===== src/rtl/fusion_dot_seq_if.sv =====
// Handshake and fusion-unit bus for fusion_dot_seq.
// master = operand/result side, slave = the sequencer.
interface fusion_dot_seq_if #(
  parameter int LEN_W = 8,
  parameter int ACC_W = 16
);
  logic             cfg_valid;
  logic             cfg_ready;
  logic [2:0]       cfg_in_width;
  logic [2:0]       cfg_weight_width;
  logic             cfg_s_in;
  logic             cfg_s_weight;
  logic [LEN_W-1:0] cfg_len;
  logic             op_valid;
  logic             op_ready;
  logic [3:0]       op_in;
  logic [3:0]       op_weight;
  logic             res_valid;
  logic             res_ready;
  logic [ACC_W-1:0] res_data;
  logic             res_ovf;
  logic [3:0]       fu_in;
  logic [3:0]       fu_weight;
  logic [2:0]       fu_in_width;
  logic [2:0]       fu_weight_width;
  logic             fu_s_in;
  logic             fu_s_weight;
  logic [7:0]       fu_psum;

  modport master (
    output cfg_valid, cfg_in_width, cfg_weight_width,
    output cfg_s_in, cfg_s_weight, cfg_len,
    input  cfg_ready,
    output op_valid, op_in, op_weight,
    input  op_ready,
    input  res_valid, res_data, res_ovf,
    output res_ready,
    input  fu_in, fu_weight, fu_in_width, fu_weight_width,
    input  fu_s_in, fu_s_weight,
    output fu_psum
  );

  modport slave (
    input  cfg_valid, cfg_in_width, cfg_weight_width,
    input  cfg_s_in, cfg_s_weight, cfg_len,
    output cfg_ready,
    input  op_valid, op_in, op_weight,
    output op_ready,
    output res_valid, res_data, res_ovf,
    input  res_ready,
    output fu_in, fu_weight, fu_in_width, fu_weight_width,
    output fu_s_in, fu_s_weight,
    input  fu_psum
  );
endinterface


===== src/rtl/fusion_dot_seq.sv =====
// Dot-product sequencer for one 4-bit fusion unit.
// Define FUSION_SEQ_SAT_EN to clamp the accumulator on overflow.
module fusion_dot_seq #(
  parameter int LEN_W = 8,
  parameter int ACC_W = 16
) (
  input  logic             clk,
  input  logic             rst,
  fusion_dot_seq_if.slave  bus
);

  typedef enum logic [1:0] {
    IDLE,
    RUN,
    DRAIN,
    DONE
  } state_t;

  state_t           state;
  logic [LEN_W-1:0] len_q;
  logic [LEN_W-1:0] cnt_q;
  logic [LEN_W-1:0] cnt_nxt;
  logic             v1_q;
  logic             v2_q;
  logic             sgn_q;
  logic [ACC_W-1:0] acc_q;
  logic             ovf_q;
  logic             cfg_ready_q;
  logic             op_ready_q;
  logic             res_valid_q;

  logic             cfg_hs;
  logic             op_hs;
  logic             res_hs;
  logic [ACC_W-1:0] psum_ext;
  logic [ACC_W:0]   sum_w;
  logic [ACC_W-1:0] sum;
  logic             add_ovf;
  logic [ACC_W-1:0] acc_nxt;

  assign cfg_hs  = bus.cfg_valid & cfg_ready_q & (state == IDLE);
  assign op_hs   = bus.op_valid & op_ready_q;
  assign res_hs  = res_valid_q & bus.res_ready;
  assign cnt_nxt = cnt_q + LEN_W'(1);

  assign bus.cfg_ready = cfg_ready_q;
  assign bus.op_ready  = op_ready_q;
  assign bus.res_valid = res_valid_q;
  assign bus.res_data  = acc_q;
  assign bus.res_ovf   = ovf_q;

  // Extend the tagged psum and add it, flagging range overflow
  always_comb begin
    psum_ext = sgn_q ? {{(ACC_W-8){bus.fu_psum[7]}}, bus.fu_psum}
                     : {{(ACC_W-8){1'b0}}, bus.fu_psum};
    sum_w    = {1'b0, acc_q} + {1'b0, psum_ext};
    sum      = sum_w[ACC_W-1:0];
    if (sgn_q)
      add_ovf = (acc_q[ACC_W-1] == psum_ext[ACC_W-1]) &&
                (sum[ACC_W-1] != acc_q[ACC_W-1]);
    else
      add_ovf = sum_w[ACC_W];
`ifdef FUSION_SEQ_SAT_EN
    if (!add_ovf)
      acc_nxt = sum;
    else if (!sgn_q)
      acc_nxt = '1;
    else if (acc_q[ACC_W-1])
      acc_nxt = {1'b1, {(ACC_W-1){1'b0}}};
    else
      acc_nxt = {1'b0, {(ACC_W-1){1'b1}}};
`else
    acc_nxt = sum;
`endif
  end

  // Job FSM, operand pipe, accumulator and registered outputs
  always_ff @(posedge clk or posedge rst) begin
    if (rst) begin
      state               <= IDLE;
      len_q               <= '0;
      cnt_q               <= '0;
      v1_q                <= 1'b0;
      v2_q                <= 1'b0;
      sgn_q               <= 1'b0;
      acc_q               <= '0;
      ovf_q               <= 1'b0;
      cfg_ready_q         <= 1'b0;
      op_ready_q          <= 1'b0;
      res_valid_q         <= 1'b0;
      bus.fu_in           <= '0;
      bus.fu_weight       <= '0;
      bus.fu_in_width     <= '0;
      bus.fu_weight_width <= '0;
      bus.fu_s_in         <= 1'b0;
      bus.fu_s_weight     <= 1'b0;
    end else begin
      bus.fu_in     <= op_hs ? bus.op_in : 4'd0;
      bus.fu_weight <= op_hs ? bus.op_weight : 4'd0;
      v1_q          <= op_hs;
      v2_q          <= v1_q;
      if (v2_q) begin
        acc_q <= acc_nxt;
        if (add_ovf)
          ovf_q <= 1'b1;
      end
      unique case (state)
        IDLE: begin
          if (cfg_hs) begin
            bus.fu_in_width     <= bus.cfg_in_width;
            bus.fu_weight_width <= bus.cfg_weight_width;
            bus.fu_s_in         <= bus.cfg_s_in;
            bus.fu_s_weight     <= bus.cfg_s_weight;
            sgn_q       <= bus.cfg_s_in | bus.cfg_s_weight;
            len_q       <= bus.cfg_len;
            cnt_q       <= '0;
            acc_q       <= '0;
            ovf_q       <= 1'b0;
            cfg_ready_q <= 1'b0;
            if (bus.cfg_len == '0) begin
              state       <= DONE;
              res_valid_q <= 1'b1;
            end else begin
              state      <= RUN;
              op_ready_q <= 1'b1;
            end
          end else begin
            cfg_ready_q <= 1'b1;
          end
        end
        RUN: begin
          if (op_hs) begin
            cnt_q <= cnt_nxt;
            if (cnt_nxt == len_q) begin
              state      <= DRAIN;
              op_ready_q <= 1'b0;
            end
          end
        end
        DRAIN: begin
          if (!v1_q && !v2_q) begin
            state       <= DONE;
            res_valid_q <= 1'b1;
          end
        end
        DONE: begin
          if (res_hs) begin
            state       <= IDLE;
            res_valid_q <= 1'b0;
            cfg_ready_q <= 1'b1;
          end
        end
        default: state <= IDLE;
      endcase
    end
  end

endmodule


===== src/flat_wrapper.sv =====
// flat-port wrapper written by rule: the top's interface ports become plain ports
module fusion_dot_seq_flat 
#(
  parameter int LEN_W = 8,
  parameter int ACC_W = 16
)
  (clk, rst, bus_cfg_valid, bus_cfg_in_width, bus_cfg_weight_width, bus_cfg_s_in, bus_cfg_s_weight, bus_cfg_len, bus_cfg_ready, bus_op_valid, bus_op_in, bus_op_weight, bus_op_ready, bus_res_valid, bus_res_data, bus_res_ovf, bus_res_ready, bus_fu_in, bus_fu_weight, bus_fu_in_width, bus_fu_weight_width, bus_fu_s_in, bus_fu_s_weight, bus_fu_psum);
  fusion_dot_seq_if #(.LEN_W(LEN_W), .ACC_W(ACC_W)) bus_i ();
  input  logic clk;
  input  logic rst;
  input wire logic [$bits(bus_i.cfg_valid)-1:0] bus_cfg_valid;
  input wire logic [$bits(bus_i.cfg_in_width)-1:0] bus_cfg_in_width;
  input wire logic [$bits(bus_i.cfg_weight_width)-1:0] bus_cfg_weight_width;
  input wire logic [$bits(bus_i.cfg_s_in)-1:0] bus_cfg_s_in;
  input wire logic [$bits(bus_i.cfg_s_weight)-1:0] bus_cfg_s_weight;
  input wire logic [$bits(bus_i.cfg_len)-1:0] bus_cfg_len;
  output wire logic [$bits(bus_i.cfg_ready)-1:0] bus_cfg_ready;
  input wire logic [$bits(bus_i.op_valid)-1:0] bus_op_valid;
  input wire logic [$bits(bus_i.op_in)-1:0] bus_op_in;
  input wire logic [$bits(bus_i.op_weight)-1:0] bus_op_weight;
  output wire logic [$bits(bus_i.op_ready)-1:0] bus_op_ready;
  output wire logic [$bits(bus_i.res_valid)-1:0] bus_res_valid;
  output wire logic [$bits(bus_i.res_data)-1:0] bus_res_data;
  output wire logic [$bits(bus_i.res_ovf)-1:0] bus_res_ovf;
  input wire logic [$bits(bus_i.res_ready)-1:0] bus_res_ready;
  output wire logic [$bits(bus_i.fu_in)-1:0] bus_fu_in;
  output wire logic [$bits(bus_i.fu_weight)-1:0] bus_fu_weight;
  output wire logic [$bits(bus_i.fu_in_width)-1:0] bus_fu_in_width;
  output wire logic [$bits(bus_i.fu_weight_width)-1:0] bus_fu_weight_width;
  output wire logic [$bits(bus_i.fu_s_in)-1:0] bus_fu_s_in;
  output wire logic [$bits(bus_i.fu_s_weight)-1:0] bus_fu_s_weight;
  input wire logic [$bits(bus_i.fu_psum)-1:0] bus_fu_psum;
  assign bus_i.cfg_valid = bus_cfg_valid;
  assign bus_i.cfg_in_width = bus_cfg_in_width;
  assign bus_i.cfg_weight_width = bus_cfg_weight_width;
  assign bus_i.cfg_s_in = bus_cfg_s_in;
  assign bus_i.cfg_s_weight = bus_cfg_s_weight;
  assign bus_i.cfg_len = bus_cfg_len;
  assign bus_cfg_ready = bus_i.cfg_ready;
  assign bus_i.op_valid = bus_op_valid;
  assign bus_i.op_in = bus_op_in;
  assign bus_i.op_weight = bus_op_weight;
  assign bus_op_ready = bus_i.op_ready;
  assign bus_res_valid = bus_i.res_valid;
  assign bus_res_data = bus_i.res_data;
  assign bus_res_ovf = bus_i.res_ovf;
  assign bus_i.res_ready = bus_res_ready;
  assign bus_fu_in = bus_i.fu_in;
  assign bus_fu_weight = bus_i.fu_weight;
  assign bus_fu_in_width = bus_i.fu_in_width;
  assign bus_fu_weight_width = bus_i.fu_weight_width;
  assign bus_fu_s_in = bus_i.fu_s_in;
  assign bus_fu_s_weight = bus_i.fu_s_weight;
  assign bus_i.fu_psum = bus_fu_psum;
  fusion_dot_seq #(.LEN_W(LEN_W), .ACC_W(ACC_W)) u_core (.clk(clk), .rst(rst), .bus(bus_i));
endmodule

===== config.mk =====
export PLATFORM = sky130hd
export DESIGN_NAME = fusion_dot_seq_flat
export DESIGN_NICKNAME = d
export VERILOG_FILES = /design/src/rtl/fusion_dot_seq_if.sv /design/src/rtl/fusion_dot_seq.sv /design/src/flat_wrapper.sv
export SDC_FILE = /design/constraint.sdc
export NUM_CORES = 1
export LEC_CHECK = 0
export CAP_MARGIN = 40
export CORE_ASPECT_RATIO = 2
export CORE_UTILIZATION = 30
export DETAILED_ROUTE_END_ITERATION = 8
export SLEW_MARGIN = 25
export SYNTH_ARGS = -nofsm -noshare
export SYNTH_HDL_FRONTEND = slang
export SYNTH_SLANG_ARGS = --single-unit

===== constraint.sdc =====
create_clock -name clk -period 4.45 [get_ports clk]
set_input_delay 0.445 -clock clk [delete_from_list [all_inputs] [get_ports clk]]
set_output_delay 0.445 -clock clk [all_outputs]
set_load 0.05 [all_outputs]

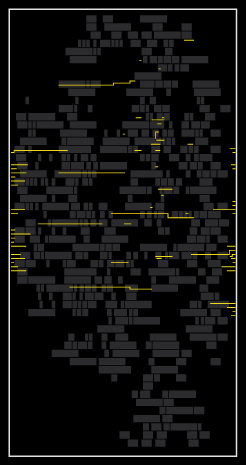
met3.png
(3 px per um) Cells faint in the background.
longest straight run	21.8 um
wire length on this layer	300 um
nets with wire on the layer	54
share of all routed wire	3.5%
main direction	horizontal

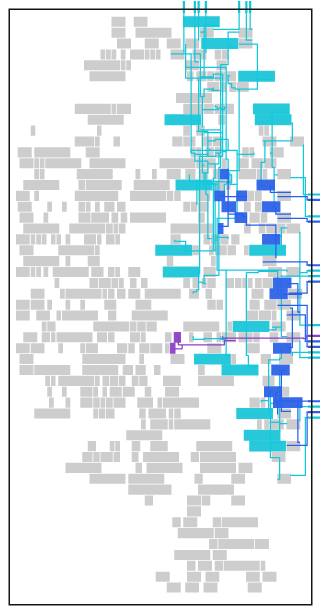
port_nets.png
(4 px per um)
color	port	bits	direction	edge	end cells	buffers	wire
purple	`bus_res_ready`	1	input	east	2	1	43.2 um
cyan	`bus_res_data`	16	output	9 east, 7 north	16	16	1000 um
blue	`bus_fu_psum`	8	input	east	15	8	205 um

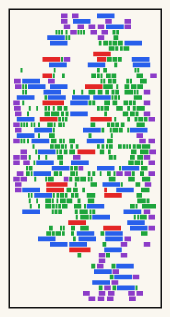
cell_classes.png
(2 px per um)
color	class	cells
red	clock drivers and dummy loads	16
blue	flops	57
purple	other buffers and delay cells	75
green	all other logic	290

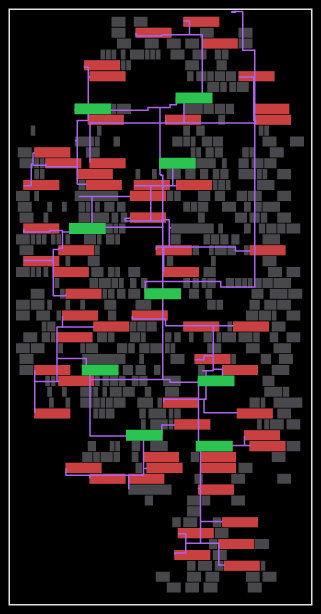
clock_map.png
(4 px per um)
[green] cells driving clock nets | count: 9
[purple] clock wires | length: 879 um
[red] flip-flops | count: 57
flops lie	all over the die
routed clock nets	10

==> Implementation_results.wiki <==
=== Physical design figures ===
{| class="wikitable"
! Metric !! Value
|-
| Worst-path cell with the longest stage delay || sky130_fd_sc_hd__dfrtp_1
|-
| Count of flip-flops and latches || 57
|-
| DR vias/cell || 5.071
|-
| Overall power after layout || 1.455 mW
|-
| Root Buffer Master || sky130_fd_sc_hd__clkbuf_16
|-
| Worst slew margin relative to its limit || 50.45%
|-
| Result of the run || completed
|-
| Data required, critical path || 4710 ps
|-
| Wire length the detailed router placed on met1 || 3.165 mm
|-
| Endpoint of the worst hold-timing path || u_core.v2_q$_DFF_PP0_
|-
| Warnings, synthesis || 0
|-
| NumNets Final || 484
|-
| Ys cells || 358
|-
| CP Depth || 6
|-
| Later-pin clock latency in the skew report || 330 ps
|-
| Die X-Extent || 75.24 um
|-
| Total of flip-flops plus latches after synthesis || 57
|-
| Worst Clk Skew || 10.18 ps
|-
| Setup Fix Bufs, Post-CTS || 0
|-
| Number of standard cells after synthesis || 358
|-
| Period utilization || 59.94%
|-
| Family with the most delay on the worst path || simple AND/OR/NAND/NOR gates
|-
| YS chip area || 3218 sq um
|-
| Half-perimeter wire length of the detailed placement result || 6.399 mm
|-
| Initial antenna violation count || 0
|-
| Worst Path Arrival || 2930 ps
|-
| GRT Residual Overflow || 0
|-
| Achievable clock frequency || 374.9 MHz
|-
| Hold buffer count at CTS || 0
|-
| Worst ir drop on vdd || 0.2419 mV
|-
| Count of flip-flops with a built-in enable after synthesis || 0
|-
| Reg-to-Reg Start || u_core.v2_q$_DFF_PP0_
|-
| Reg-to-reg critical path endpoint || u_core.bus.res_data[15]$_DFF_PP0_
|-
| Final non-clock buffer share || 16.72%
|-
| Clock Sinks || 57
|-
| Combinational Area || 1715 sq um
|-
| Wire length of the first global-routing pass || 14.01 mm
|-
| Inserted Clock Buffers || 9
|-
| Maximum number of pins on one net before global-route repair || 37
|-
| Count of endpoints failing hold in the final timing report || 0
|-
| Cell Count, Final, Fillers Out || 575
|-
| Crit Path Max Fanout || 18
|-
| HP Start || u_core.v1_q$_DFF_PP0_
|-
| Worst-case reg-to-reg path depth || 6
|-
| PwrDens || 325.7 nW/um^2
|-
| H-tree depth reported by CTS || 3
|-
| Leakage || 1.983 nW
|-
| Fin crit period || 2668 ps
|-
| Register-to-Register Setup Slack || 1780 ps
|-
| Pre-Place Util || 30.71%
|-
| Die height || 148.5 um
|-
| Number of logic inverters in the finished layout || 8
|-
| Number of cells on the worst hold path || 0
|-
| Fraction of met3 tracks used by global routing || 3.794%
|-
| Length of the first detailed-routing pass in iterations || 6
|-
| Top FF cell, synth || sky130_fd_sc_hd__dfrtp_1
|-
| Via count of the first global-routing pass || 3005
|-
| Buffer and inverter count on the worst path || 0
|-
| Post-cts repair resize count || 0
|-
| Final setup violating endpoints || 0
|-
| Detailed-route via count || 2916
|-
| Flip-flop count of the largest register, all copies and words added || 16
|-
| Most common logic cells in the final layout || 72 x sky130_fd_sc_hd__nand2_1, 72 x sky130_fd_sc_hd__clkdlybuf4s50_1, 57 x sky130_fd_sc_hd__dfrtp_1
|-
| Total negative slack for setup checks || 0 ps
|-
| Wire length on met2 || 4.791 mm
|-
| Number of rows created at floorplan || 53
|-
| Count of warning messages emitted by the tools || 29
|-
| Met2 capacity usage during global routing || 30.32%
|-
| Clock buf count || 11
|-
| Critical-path cell list || nand3_2 -> or4b_4 -> or4_1 -> or3_1 -> a21o_1 -> a21oi_2
|-
| Avg Cell Area, Syn || 8.989 sq um
|-
| Unrepaired setup endpoints after global routing || false
|-
| Setup crit end kind || flop
|-
| Register area || 1426 sq um
|-
| Layout multi-input combinational cell count || 282
|-
| Setup Crit Path Kind || reg -> reg
|-
| Avg WL per Cell || 14.83 um
|-
| Worst setup slack after placement || 1546 ps
|-
| Tap cells || 137
|-
| Net count after synthesis || 409
|-
| Final routed wirelength across all metal layers || 8.530 mm
|-
| Remaining antenna violation count after routing || 0
|-
| Sequential share of cell area || 31.92%
|-
| Category of the worst setup path launch point || flop
|-
| Mapped cell area || 3218 sq um
|-
| Number of buffers outside the clock class in the layout || 75
|-
| DR iter-0 viols || 196
|-
| Most utilized layer in the global route result || met2
|-
| Async S/R FF share, synth || 100.0%
|-
| Number of top-level design ports || 73
|-
| Unique cell types || 52
|-
| Met1 global-route usage || 16.94%
|-
| Critical path capture point || u_core.bus.res_data[15]$_DFF_PP0_
|-
| Setup WS post-layout || 1782 ps
|-
| Launching instance or port of the critical path || u_core.v2_q$_DFF_PP0_
|-
| Peak per-stage delay on the critical path || 810 ps
|-
| Measured slew at the worst slew-check pin || 743.3 ps
|-
| Max-capacitance violation count || 0
|-
| Sequential-to-total area share from yosys stat || 44.32%
|-
| Synth-to-layout area growth || 38.84%
|-
| CTS tree || yes
|-
| Clock-pin slew of the registers on the worst-case setup and hold paths || 60 ps
|-
| Multi-input logic portion of the cell area || 38.39%
|-
| Fraction of layout instances using a drive strength above 1 || 6.164%
|-
| Detailed-route DRC error count || 0
|-
| Worst min path class || reg -> reg
|-
| Max-slew violation count || 0
|-
| Placed Instances || 558
|-
| Overall fraction of global-route tracks in use || 16.78%
|-
| CTS max path bufs || 2
|}
==> Yosys cell counts, drive strengths merged (7+ instances only) <==
| cell type | count | area share [%] |
|---|---|---|
| o21ai | 26 | 4.0 |
| and3 | 11 | 2.1 |
| clkbuf | 9 | 1.0 |
| xnor2 | 8 | 2.2 |
| inv | 8 | 0.93 |
| a21oi | 16 | 2.6 |
| a21o | 7 | 1.6 |
| mux2i | 8 | 2.5 |
| dfrtp | 57 | 44 |
| nand3 | 15 | 2.5 |
| nor2 | 20 | 2.3 |
| nand2 | 72 | 8.4 |
| nor3 | 11 | 1.7 |
| ha | 13 | 5.1 |
==> per-stage QoR <==
stage	util, %	instance area [sq um]	hold slack, ps
after floorplan	-	3218	348.8
after global placement	38.93	4079	371.5
after detailed placement	38.93	4079	365.1
after CTS	42.54	4457	376.2
after global routing	42.64	4468	387.1
final	42.64	4468	373.5
==> worst reg2reg max path, cell delays in order, from the launching register on <==
cell,delay [ps]
sky130_fd_sc_hd__dfrtp_1,810
sky130_fd_sc_hd__nand3_2,200
sky130_fd_sc_hd__or4b_4,570
sky130_fd_sc_hd__or4_1,390
sky130_fd_sc_hd__or3_1,340
sky130_fd_sc_hd__a21o_1,200
sky130_fd_sc_hd__a21oi_2,100
==> power by group <==
group	leakage (nW)	switching [mW]	total, mW	internal (mW)
logic	1.02	0.0317	0.0688	0.0372
registers	0.776	0	0.519	0.519
clock network	0.186	0.235	0.867	0.632
total	1.98	0.266	1.46	1.19
==> logic make-up (layout without fill, tap and decap cells) <==
group / count (synthesis) / after routing / share of synthesized area (%)
compound gates: 77 / 77 / 15.40
xor+xnor: 12 / 12 / 3.266
fa+ha+maj: 14 / 14 / 5.677
buf+inv: 19 / 99 / 2.372
flops: 57 / 57 / 44.32
mux: 9 / 9 / 2.838
simple gates: 170 / 170 / 26.13
Power and IR drop assume default switching activity.
